==> config.mk <==
export PLATFORM = sky130hd
export DESIGN_NAME = caminho_de_dados
export DESIGN_NICKNAME = d
export VERILOG_FILES = /design/src/rtl/caminho_de_dados.sv
export SDC_FILE = /design/constraint.sdc
export NUM_CORES = 1
export LEC_CHECK = 0
export ABC_AREA = 1
export CAP_MARGIN = 40
export CORE_MARGIN = 1
export CORE_UTILIZATION = 50
export DETAILED_ROUTE_END_ITERATION = 6
export DONT_BUFFER_PORTS = 1
export HOLD_SLACK_MARGIN = 0.1
export PLACE_DENSITY = 0.69
export RECOVER_POWER = 25
export SLEW_MARGIN = 40
export SYNTH_ARGS = -nofsm -noshare
export SYNTH_HDL_FRONTEND = slang
export SYNTH_SLANG_ARGS = --single-unit
==> constraint.sdc <==
create_clock -name clk -period 2.75 [get_ports clk]
set_input_delay 0.55 -clock clk [delete_from_list [all_inputs] [get_ports clk]]
set_output_delay 0.55 -clock clk [all_outputs]
set_load 0.02 [all_outputs]
**Cells coloured by class**

Fill, decap, tap and diode cells in grey.
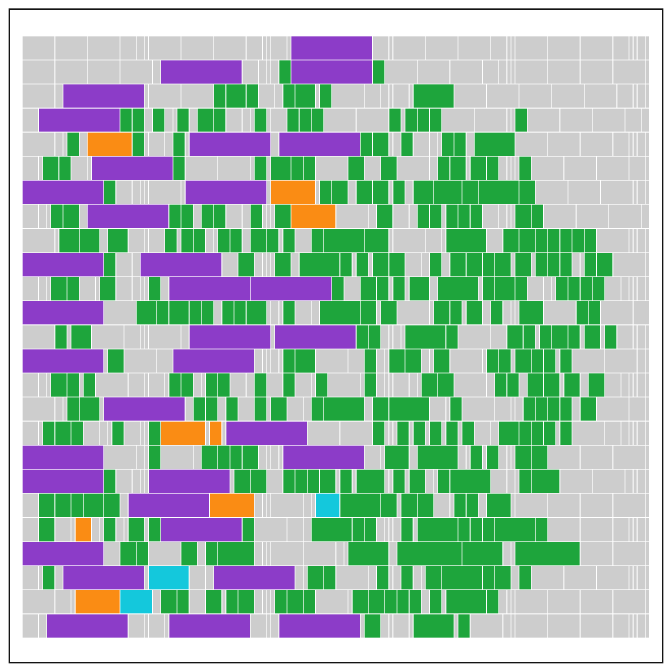
orange -> clock drivers and dummy loads  # cells 8, share of their area 3.5%
cyan -> other buffers and delay cells  # cells 3, share of their area 1.2%
purple -> flops  # cells 34, share of their area 33%
green -> combinational and other logic  # cells 320, share of their area 62%
Core Area: 0.00482 mm²
row count: 25

**Clock nets**

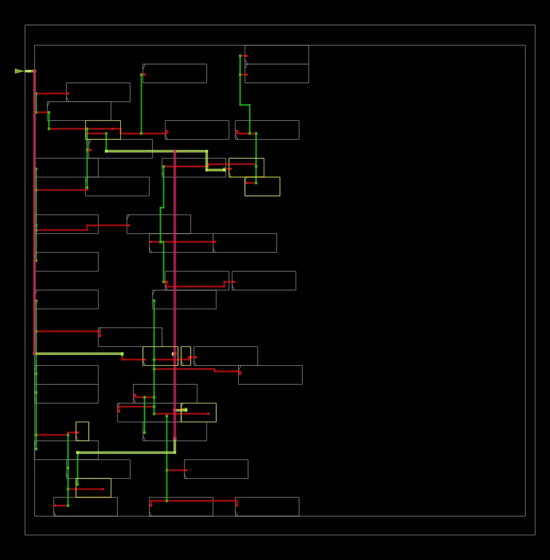
CTS Buf Count: 5
skew final: 8.05 ps

**Routed metal per tile**

The bar under the picture is 20 µm long. The die is cut into 15 by 15 equal tiles; dark blue is low, red is high, scaled to the fullest tile. Values are wire area over tile area, all layers added.
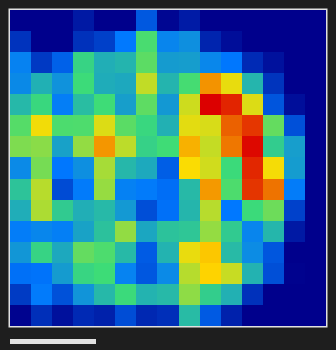
nearly empty tiles = 18%
mean over tiles = 0.18
emptiest ninth of the die = north-east
fullest tile = 0.53
GRT Total Usage: 23.7%
vias: 2309

==> results.txt <==
run results: outcome finished clean, vias in the first global route 2159, R2R depth 14, most frequent cells in the layout nand2_1, inv_1, o21ai_0, dfrtp_1, nand3_1, cts hold-fix bufs 2, Yosys chip area 0.00257 mm², htree depth 2, Critical Path RT 2970 ps, Final min period 2350 ps, Die Size 0.00542 mm², unrepaired setup endpoints after global routing false, Cell Type Count 26, GR Overflow Total 0, CTS Sinks 34, initial core utilization 53.3%, WL final 5940 µm, I/O pin count 30, Ys Warns 0, post-layout period usage 85.4%, Hold Worst Slack 296 ps, Crit. End Element flop, die height 73.6 µm, Worst-Margin Slew 1480 ps, CP Max Fanout 3, slack of the worst reg-to-reg path 400 ps, placed cell areas 0.00255 mm², fmax 0.426 GHz, CTS tree done, Final Wtd Congestion 0.920, Synth Seq Share 33.2%, antenna violations before repair 0, Power Dens Cells 617 mW/mm², pin count of the biggest net entering global routing 35
## area by class of cell
| class | count | area share [%] |
|---|---|---|
| Clock inverter | 1 | 0.188 |
| Timing Repair Buffer | 3 | 1.13 |
| Multi-Input combinational cell | 266 | 52.8 |
| Sequential cell | 34 | 31.9 |
| Inverter | 54 | 7.61 |
| Tap cell | 67 | 3.15 |
| Clock buffer | 7 | 3.24 |
## per-layer routing
| layer | wire [µm] | share of wire [%] | vias up |
|---|---|---|---|
| met5 | 0 | 0 | - |
| met4 | 159 | 2.7 | 0 |
| met3 | 382 | 6.4 | 17 |
| met2 | 2680 | 45 | 102 |
| met1 | 2710 | 46 | 1026 |
| li1 | - | - | 1164 |
## report_power, final
part           switching, µW  internal [µW]
Sequential              83.7            572
Clock                    177            202
Combinational            395            216
## logic make-up (layout without fill, tap and decap cells)
family	count (synthesis)	after routing	share of synthesized area, %
AND/OR/NAND/NOR	167	167	26.5
AND-OR/OR-AND	74	74	15.6
buffers and inverters	68	65	12.0
flip-flops	34	34	33.2
adder cells (fa/ha/maj)	24	24	12.3
multiplexers	1	1	0.439
## Yosys cell counts
| cell | number | area share [%] |
|---|---|---|
| clkinv_1 | 1 | 0.15 |
| nand3b_1 | 2 | 0.58 |
| o21ai_0 | 35 | 6.8 |
| o211ai_1 | 2 | 0.58 |
| a31oi_1 | 5 | 1.2 |
| buf_8 | 1 | 0.58 |
| inv_2 | 3 | 0.44 |
| o21ai_2 | 1 | 0.34 |
| a21oi_1 | 21 | 4.1 |
| buf_2 | 1 | 0.19 |
| fa_1 | 2 | 1.6 |
| o22ai_1 | 6 | 1.5 |
| a21oi_2 | 2 | 0.68 |
| ha_1 | 22 | 11 |
| mux2_2 | 1 | 0.44 |
| nand4_1 | 2 | 0.49 |
| inv_1 | 50 | 7.3 |
| nand2_2 | 4 | 0.97 |
| nand2_1 | 115 | 17 |
| clkbuf_1 | 5 | 0.73 |
| buf_4 | 3 | 0.88 |
| dfrtp_1 | 34 | 33 |
| nor2_1 | 20 | 2.9 |
| buf_6 | 4 | 1.8 |
| o21ai_1 | 2 | 0.39 |
| nand3_1 | 24 | 4.7 |
## worst max-delay path, cell delays in order (launching register included)
cell,delay (ps)
dfrtp_1,400
mux2_2,310
ha_1,240
fa_1,410
nand2_1,90
nand2_1,90
nand3_1,110
nand2_1,70
nand2_1,100
nand3_1,80
nand3_1,100
nand2_1,70
nand2_2,80
nand2_1,60
nand2_1,60
## per-stage QoR
stage | total power, µW | utilization [%] | instances | setup slack [ps]
6_report | 1640 | 55.3 | 432 | 401
5_1_grt | 1760 | 55.3 | 432 | 292
4_1_cts | 1650 | 55.5 | 432 | 440
3_5_place_dp | 1250 | 53.0 | 422 | 250
3_3_place_gp | 1240 | 53.0 | 422 | 353
2_1_floorplan | 1140 | - | 368 | 428
Power is estimated from default activity; no workload was simulated.
